**config.mk**
```make
export PLATFORM = sky130hd
export DESIGN_NAME = display_layer_arbiter
export DESIGN_NICKNAME = d
export VERILOG_FILES = /design/src/rtl/display_layer_pkg.sv /design/src/rtl/display_layer_arbiter_blink_timer.sv /design/src/rtl/display_layer_arbiter.sv
export SDC_FILE = /design/constraint.sdc
export NUM_CORES = 1
export LEC_CHECK = 0
export CORE_UTILIZATION = 40
export DETAILED_ROUTE_END_ITERATION = 10
export GPL_TIMING_DRIVEN = 0
export PLACE_DENSITY = 0.85
export SETUP_SLACK_MARGIN = 0.02
export SLEW_MARGIN = 20
export SYNTH_ARGS = -nofsm -noshare
export SYNTH_HDL_FRONTEND = slang
export SYNTH_SLANG_ARGS = --single-unit
```
**constraint.sdc**
```tcl
create_clock -name clk -period 1.7 [get_ports clk]
set_input_delay 0.34 -clock clk [delete_from_list [all_inputs] [get_ports clk]]
set_output_delay 0.34 -clock clk [all_outputs]
set_load 0.01 [all_outputs]
```
**src/rtl/display_layer_pkg.sv**
```systemverilog
// Shared types and defaults for the display layer arbiter.
//   layer_mode_t : per-layer visibility mode as written through the config port
//   layer_shown  : visibility decode for one layer given its mode and the blink phase
package display_layer_pkg;

   localparam int unsigned NUM_LAYERS_DEF   = 16;
   localparam int unsigned RGB_W_DEF        = 8;
   localparam int unsigned BLINK_FRAMES_DEF = 16;

   typedef enum logic [1:0] {
      MODE_HIDDEN  = 2'd0,
      MODE_VISIBLE = 2'd1,
      MODE_BLINK   = 2'd2,
      MODE_RSVD    = 2'd3
   } layer_mode_t;

   // Reserved mode falls through to hidden; blink shows only in phase 0.
   function automatic logic layer_shown(input layer_mode_t mode, input logic blink_phase);
      return (mode == MODE_VISIBLE) || ((mode == MODE_BLINK) && !blink_phase);
   endfunction

endpackage

```
**src/rtl/display_layer_arbiter_blink_timer.sv**
```systemverilog
// blink_timer: frame counter that toggles the blink phase every BLINK_FRAMES frames.
//   clk, reset       : pixel clock, synchronous active-high reset
//   start_of_frame   : one-cycle pulse at the first pixel of each frame
//   blink_phase      : 0 = blinking layers shown, 1 = blinking layers hidden (registered)
module blink_timer #(
   parameter int unsigned BLINK_FRAMES = 16
) (
   input  logic clk,
   input  logic reset,
   input  logic start_of_frame,
   output logic blink_phase
);

   localparam int unsigned CNT_W = $clog2(BLINK_FRAMES);

   logic [CNT_W-1:0] frame_cnt_q, frame_cnt_d;
   logic             phase_q, phase_d;

   // Counter wraps naturally because BLINK_FRAMES is a power of two.
   always_comb begin
      frame_cnt_d = frame_cnt_q;
      phase_d     = phase_q;
      if (start_of_frame) begin
         frame_cnt_d = frame_cnt_q + CNT_W'(1);
         if (frame_cnt_q == CNT_W'(BLINK_FRAMES - 1)) begin
            phase_d = ~phase_q;
         end
      end
   end

   always_ff @(posedge clk) begin
      if (reset) begin
         frame_cnt_q <= '0;
         phase_q     <= 1'b0;
      end else begin
         frame_cnt_q <= frame_cnt_d;
         phase_q     <= phase_d;
      end
   end

   assign blink_phase = phase_q;

endmodule

```
**src/rtl/display_layer_arbiter.sv**
```systemverilog
// display_layer_arbiter: per-pixel priority arbiter over NUM_LAYERS drawing layers with
// frame-synchronous visibility modes and a per-frame overlap report against layer 0.
//   clk, reset      : pixel clock, synchronous active-high reset
//   startOfFrame    : one-cycle pulse at first pixel of each frame
//   drawingRequest  : per-layer draw request, index 0 = highest priority
//   layerRGB        : per-layer RRRGGGBB colour
//   backGroundRGB   : colour used when no layer is eligible
//   cfgValid/cfgIndex/cfgMode/cfgReady : mode write handshake into the shadow array
//   rgbOut, layerId : registered winning colour and layer (NUM_LAYERS = background)
//   hitMask, hitValid : layers that overlapped layer 0 in the previous frame, update pulse
// Optional feature: define LAYER_BLINK_EN to build the blink timer; otherwise blink
// mode behaves as visible.
module display_layer_arbiter
   import display_layer_pkg::*;
#(
   parameter int unsigned NUM_LAYERS   = NUM_LAYERS_DEF,
   parameter int unsigned RGB_W        = RGB_W_DEF,
   parameter int unsigned BLINK_FRAMES = BLINK_FRAMES_DEF
) (
   input  logic                          clk,
   input  logic                          reset,
   input  logic                          startOfFrame,
   input  logic [NUM_LAYERS-1:0]         drawingRequest,
   input  logic [RGB_W-1:0]              layerRGB [NUM_LAYERS],
   input  logic [RGB_W-1:0]              backGroundRGB,
   input  logic                          cfgValid,
   input  logic [$clog2(NUM_LAYERS)-1:0] cfgIndex,
   input  logic [1:0]                    cfgMode,
   output logic                          cfgReady,
   output logic [RGB_W-1:0]              rgbOut,
   output logic [$clog2(NUM_LAYERS):0]   layerId,
   output logic [NUM_LAYERS-1:0]         hitMask,
   output logic                          hitValid
);

   localparam int unsigned IDX_W = $clog2(NUM_LAYERS);
   localparam int unsigned ID_W  = IDX_W + 1;

   // A non-power-of-two period would not wrap the frame counter at the right count.
   if ((BLINK_FRAMES < 2) || ((BLINK_FRAMES & (BLINK_FRAMES - 1)) != 0)) begin : g_bad_blink_frames
      $error("BLINK_FRAMES must be a power of two and at least 2");
   end

   layer_mode_t           shadow_q [NUM_LAYERS];
   layer_mode_t           shadow_d [NUM_LAYERS];
   layer_mode_t           active_q [NUM_LAYERS];
   layer_mode_t           active_d [NUM_LAYERS];
   logic [NUM_LAYERS-1:0] acc_q, acc_d;
   logic [NUM_LAYERS-1:0] hit_mask_q, hit_mask_d;
   logic                  hit_valid_q, hit_valid_d;
   logic [RGB_W-1:0]      rgb_q, rgb_d;
   logic [ID_W-1:0]       layer_id_q, layer_id_d;

   logic                  blink_phase;
   logic [NUM_LAYERS-1:0] elig_c;
   logic [NUM_LAYERS-1:0] hit_c;

`ifdef LAYER_BLINK_EN
   blink_timer #(
      .BLINK_FRAMES (BLINK_FRAMES)
   ) u_blink_timer (
      .clk            (clk),
      .reset          (reset),
      .start_of_frame (startOfFrame),
      .blink_phase    (blink_phase)
   );
`else
   assign blink_phase = 1'b0;
`endif

   // The port accepts a write in any cycle reset is not holding the block.
   assign cfgReady = ~reset;

   // Eligibility and overlap with layer 0 for the current pixel.
   always_comb begin
      elig_c = '0;
      hit_c  = '0;
      for (int unsigned i = 0; i < NUM_LAYERS; i++) begin
         elig_c[i] = drawingRequest[i] & layer_shown(active_q[i], blink_phase);
      end
      for (int unsigned i = 1; i < NUM_LAYERS; i++) begin
         hit_c[i] = elig_c[0] & elig_c[i];
      end
   end

   // Mode arrays: shadow takes writes, active reloads from shadow (including a
   // same-cycle write) at each frame start.
   always_comb begin
      shadow_d = shadow_q;
      active_d = active_q;
      if (cfgValid && cfgReady) begin
         for (int unsigned i = 0; i < NUM_LAYERS; i++) begin
            if (cfgIndex == IDX_W'(i)) begin
               shadow_d[i] = layer_mode_t'(cfgMode);
            end
         end
      end
      if (startOfFrame) begin
         active_d = shadow_d;
      end
   end

   // Overlap accumulator; a hit in the frame-start cycle belongs to the new frame.
   always_comb begin
      acc_d       = acc_q | hit_c;
      hit_mask_d  = hit_mask_q;
      hit_valid_d = 1'b0;
      if (startOfFrame) begin
         hit_mask_d  = acc_q;
         hit_valid_d = 1'b1;
         acc_d       = hit_c;
      end
   end

   // Priority mux: scanning high to low leaves the lowest eligible index selected.
   always_comb begin
      rgb_d      = backGroundRGB;
      layer_id_d = ID_W'(NUM_LAYERS);
      for (int i = int'(NUM_LAYERS) - 1; i >= 0; i--) begin
         if (elig_c[i]) begin
            rgb_d      = layerRGB[i];
            layer_id_d = ID_W'(i);
         end
      end
   end

   always_ff @(posedge clk) begin
      if (reset) begin
         for (int unsigned i = 0; i < NUM_LAYERS; i++) begin
            shadow_q[i] <= MODE_VISIBLE;
            active_q[i] <= MODE_VISIBLE;
         end
         acc_q       <= '0;
         hit_mask_q  <= '0;
         hit_valid_q <= 1'b0;
         rgb_q       <= '0;
         layer_id_q  <= ID_W'(NUM_LAYERS);
      end else begin
         shadow_q    <= shadow_d;
         active_q    <= active_d;
         acc_q       <= acc_d;
         hit_mask_q  <= hit_mask_d;
         hit_valid_q <= hit_valid_d;
         rgb_q       <= rgb_d;
         layer_id_q  <= layer_id_d;
      end
   end

   assign rgbOut   = rgb_q;
   assign layerId  = layer_id_q;
   assign hitMask  = hit_mask_q;
   assign hitValid = hit_valid_q;

endmodule

```
Figure 1. M3 wires (run 1).
(4 px per um)
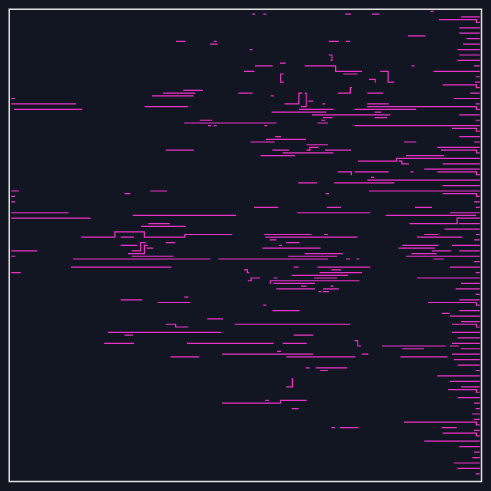
The longest straight run is 34.0 um. The layer holds 8.2% of the routed length. 199 nets have wire on it. The layer carries 1750 um of wire.
drt total wl: 21300 um
met3 Usage GRT: 6.20%
vias: 6056

Figure 2. Cell sizes after repair (run 1).
(4 px per um)
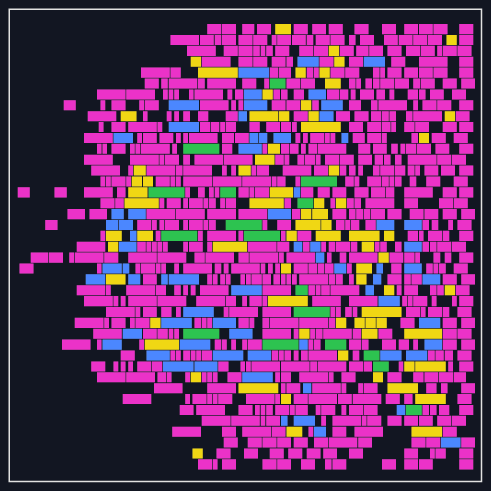
Blue is x2, cells 69, share 7.9%, most used dfxtp_2. Yellow is x3 and x4, cells 74, share 8.5%, most used buf_4. Magenta is x1 and smaller, cells 709, share 82%, most used clkdlybuf4s50_1. Green is x6 and larger, cells 17, share 2.0%, most used clkbuf_16.
Non-CTS buffers: 257
fin area: 8470 um2
Area growth syn-to-layout: 58.4%

Figure 3. Sequential cells colored by netlist name (run 1).
(3 px per um) Other sequential cells in the stronger gray, the rest of the logic in the fainter gray.
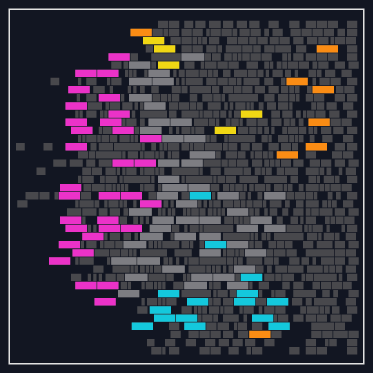
Cyan is `hitMask`, placed flops 15, where bottom center. Orange is `rgbOut`, placed flops 8. Yellow is `layerId`, placed flops 5, where top center. Magenta is `shadow_q`, placed flops 32.
Another 48 sequential cells are not colored.
fin util: 66.1%
Seq area share: 25.8%
Seq. pwr: 2.67 mW
FF+latch area: 2190 um2

Figure 4. Clock wiring as the flow saved it (run 1).
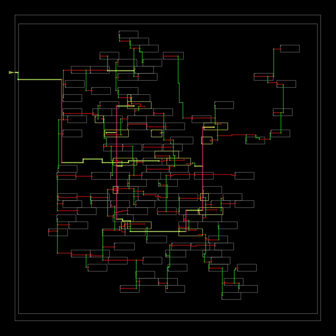
CTS buffer count: 9
Worst Skew: 0.0149 ns

==> results.py, run 1 <==
# Flow results
metrics = {
    "outcome": {
        "violations": "negative setup slack",
        "status": "finished with violations",
    },
    "worst_setup_path": {
        "cp-startpoint": "active_q[15]$_SDFFE_PP0P_",
        "reg2reg_to": "rgbOut[4]$_SDFF_PP0_",
        "start_kind": "flop",
        "end_kind": "flop",
    },
    "placement": {
        "port_buffers": 189,
        "post-dp-hpwl_um": 14700,
    },
    "global_route": {
        "grt_max_degree": 19,
        "grt.busiest_layer": "met2",
        "grt_pass1_vias": 5814,
        "gr-total-overflow": 0,
        "antenna_found_initial": 0,
    },
    "floorplan": {
        "die-width_um": 118,
        "rows": 41,
        "coreArea_um2": 12800,
        "die_y_um": 118,
    },
    "min_path": {
        "whs_endpoint": "active_q[2]$_SDFFE_PP1P_",
        "hold_class": "primary input to flop",
    },
    "final_layout": {
        "bufAreaShareNonClock_pct": 27.6,
        "diodes": 0,
        "comb_share_pct": 40.6,
        "nets": 1026,
        "inv_count": 3,
        "final-clk-cell-share_pct": 3.28,
        "mostFrequentLayoutCell": "clkdlybuf4s50_1",
    },
    "timing": {
        "setup_violations": 9,
        "timing.final.ws_setup_ns": -0.151,
        "rsz0062_at_grt": "true",
        "holdWs_ns": 0.380,
        "min_period_over_period_pct": 109,
        "max_freq_mhz": 540,
    },
    "synth": {
        "syn_avg_cell_area_um2": 8.37,
        "syn_inst": 639,
        "ys_area_um2": 5350,
    },
    "clocking": {
        "cts_sinks": 108,
        "post_cts_buffers": 16,
        "postCtsHoldBufs": 0,
        "cts_resized": 88,
    },
    "routing": {
        "first_pass_iters": 7,
        "antenna_left": 0,
        "route.met2.wl_um": 10700,
        "met3WireLength_um": 1750,
    },
    "power_and_ir_drop": {
        "ir_worst_vdd_uv": 568,
    },
}
[run 1: report_power, final]
part	leakage, nW	switching [mW]	internal, mW
logic	2.24	0.737	0.774
registers	0.881	0.0582	2.62
clock network	0.138	0.983	1.02
total	3.26	1.78	4.41
[run 1: per-stage QoR]
stage	instances	setup TNS [ns]	worst slack [ns]
6_report	1041	-0.418	-0.151
5_1_grt	1041	-1.05	-0.140
4_1_cts	1027	-0.386	-0.152
3_5_place_dp	1000	-23.58	-0.656
3_3_place_gp	1000	-20.86	-0.641
2_1_floorplan	639	0	0.0555
[run 1: logic make-up after synthesis]
logic type | count (synthesis) | synth area share, %
AND-OR/OR-AND | 175 | 22.7
XOR/XNOR | 16 | 3.04
buffers and inverters | 46 | 4.02
flip-flops | 108 | 40.4
multiplexers | 53 | 9.91
other | 1 | 0.0701
AND/OR/NAND/NOR | 240 | 19.9
[run 1: Yosys cell counts (2+ instances only)]
cell	count	area, um2
a221oi_1	8	70.1
buf_6	3	33.8
nor3_1	4	20.0
xor2_1	12	105
nand3_1	13	65.1
o21a_1	5	37.5
and3_1	7	43.8
xor2_2	3	48.8
o22ai_1	7	43.8
o21ai_1	7	35.0
a21oi_1	22	110
clkbuf_1	27	101
nor2_1	78	293
nor2b_1	7	43.8
nand2_2	3	18.8
and4bb_2	2	25.0
dfxtp_1	108	2160
a211oi_1	21	158
a32o_1	2	20.0
o211ai_1	8	60.1
inv_1	2	7.51
mux2i_1	53	531
a21o_1	3	22.5
o21ai_0	52	260
nand4_1	7	43.8
buf_4	3	22.5
nand3b_1	5	37.5
buf_2	7	35.0
a221oi_2	6	90.1
nand2_1	101	379
a31oi_1	5	31.3
buf_1	3	11.3
and2_1	9	56.3
o31ai_1	6	45.0
a221o_1	13	130
==> run 2, diff against run 1 <==
Settings changed: ABC_AREA from default to 1, PLACE_DENSITY 0.85 to 0.84.
==> run 2 against run 1 <==
The run still ends with negative setup slack left. Combinational power rose by about 10%. Sequential power grew 2%. Cell count grew 14%. Die size up 2.1%. Register-to-register slack better by 0.05 ns. Routed wire length shrank 12%. Clock power is 18% higher. Via count grew 1.7%. Cell area down 1.0%. First-iteration DRC count down 20%. Critical endpoint is now rgbOut[0]$_SDFF_PP0_. Highest routed layer unchanged.
==> results.py, run 2 <==
# Flow results
metrics = {
    "outcome": {
        "violations": "negative setup slack",
        "status": "finished with violations",
    },
    "routing": {
        "met3WireLength_um": 1300,
        "first_pass_iters": 5,
        "route.met2.wl_um": 9000,
        "antenna_left": 0,
    },
    "final_layout": {
        "mostFrequentLayoutCell": "clkdlybuf4s50_1",
        "inv_count": 60,
        "stdcell_area_um2": 8390,
        "comb_share_pct": 37.8,
        "bufAreaShareNonClock_pct": 26.6,
        "diodes": 0,
        "nets": 1165,
        "area_growth_syn_to_layout_pct": 53.4,
        "final-clk-cell-share_pct": 4.06,
    },
    "clocking": {
        "cts_buffers": 9,
        "cts_sinks": 108,
    },
    "global_route": {
        "grt.busiest_layer": "met2",
        "gr-total-overflow": 0,
        "use_met3_pct": 5.03,
        "grt_pass1_vias": 5655,
    },
    "floorplan": {
        "rows": 42,
        "die_y_um": 119,
        "die-width_um": 119,
        "coreArea_um2": 13300,
    },
    "timing": {
        "fin_tns_setup_ns": -0.338,
        "holdWs_ns": 0.350,
        "timing.final.ws_setup_ns": -0.0961,
        "rsz0062_at_grt": "true",
        "setup_violations": 8,
        "min_period_over_period_pct": 106,
        "max_freq_mhz": 557,
    },
    "placement": {
        "post-dp-hpwl_um": 13700,
        "pre_cts_slack_ns": -0.735,
        "numPlacedInstances": 1152,
    },
    "synth": {
        "syn_avg_cell_area_um2": 6.96,
        "ys_area_um2": 5470,
        "top_area_share_pct": 39.5,
        "synthTopCellsByCount": "nand2_1 (196), nor2_1 (146), dfxtp_1 (108)",
        "top_cells_by_area": "dfxtp_1 (40%), nand2_1 (13%), nor2_1 (10%)",
        "most_common_cell": "nand2_1",
    },
    "power_and_ir_drop": {
        "ir_worst_vdd_uv": 553,
    },
    "worst_setup_path": {
        "start_kind": "flop",
        "cp-startpoint": "active_q[6]$_SDFFE_PP1P_",
    },
}
-- run 2: worst min path at each step --
stage | slack [ns] | startpoint | end
detailed placement | 0.45 | shadow_q[26]$_SDFF_PP1_ | shadow_q[26]$_SDFF_PP1_
global route | 0.36 | reset | active_q[0]$_SDFFE_PP1P_
CTS | 0.38 | reset | active_q[0]$_SDFFE_PP1P_
finish | 0.35 | reset | active_q[0]$_SDFFE_PP1P_
global placement | 0.44 | shadow_q[14]$_SDFF_PP1_ | shadow_q[14]$_SDFF_PP1_
floorplan | 0.43 | shadow_q[0]$_SDFF_PP1_ | shadow_q[0]$_SDFF_PP1_
-- run 2: kinds of logic after synthesis --
kind of cell,after synthesis,synth area share [%]
multiplexers,33,6.04
buffers and inverters,94,7.19
AND-OR/OR-AND,131,14.3
flip-flops,108,39.5
AND/OR/NAND/NOR,419,32.8
other,1,0.0686
-- run 2: report_power, final --
part | internal (mW) | leakage [nW] | switching, mW
clock network | 1.44 | 0.163 | 0.941
registers | 2.65 | 0.886 | 0.0698
logic | 0.799 | 2.69 | 0.860
total | 4.89 | 3.74 | 1.87
-- run 2: worst reg2reg max path, stage by stage, from the launching register on --
cell,delay [ns]
dfxtp_2,0.35
inv_2,0.04
nand2_2,0.09
nand3_4,0.18
buf_6,0.20
o21ai_2,0.11
nor2_1,0.06
nand2_1,0.06
nand3_1,0.06
nand2_1,0.10
nand2_1,0.08
nand2_2,0.10
nand2_2,0.05
nand2_1,0.07
nand2_1,0.04
nand2_1,0.06
nand2_1,0.05
-- run 2: repair_timing --
action	CTS	global route
buffers inserted	12	3
hold buffers	0	0
pin swaps	12	23
setup endpoints to repair	39	23
cloned	0	1
gates resized	63	63
Figure 5. Wiring heat map (run 2).
(3 px per um) 24 x 24 tiles, from black (low) to pale yellow (high), scaled to the fullest tile. Values are wire area over tile area, all layers added.
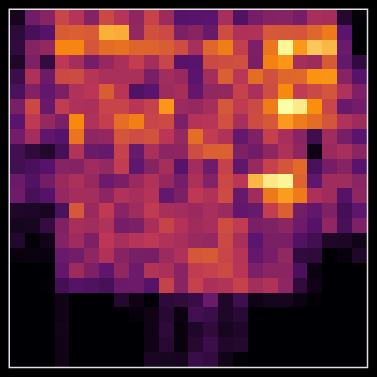
The densest ninth of the die: upper right. The fullest tile reaches 0.65. The mean over all tiles is 0.21. 23% of the tiles are over half the peak.
gr usage total: 25.6%
vias: 6156
drt total wl: 18700 um

Figure 6. Sequential cells colored by netlist name (run 2).
(3 px per um) Other sequential cells in the stronger gray, the rest of the logic in the fainter gray.
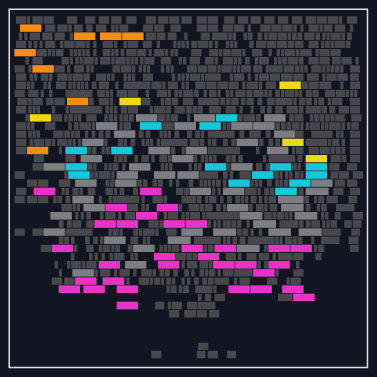
Magenta is `shadow_q`, placed flops 32. Orange is `rgbOut`, placed flops 8, where upper left. Yellow is `layerId`, placed flops 5. Cyan is `hitMask`, placed flops 15.
Seq area share: 26.0%
fin util: 63.1%
Seq. pwr: 2.72 mW

No activity file was given, so power comes from the tool's default toggle rates.
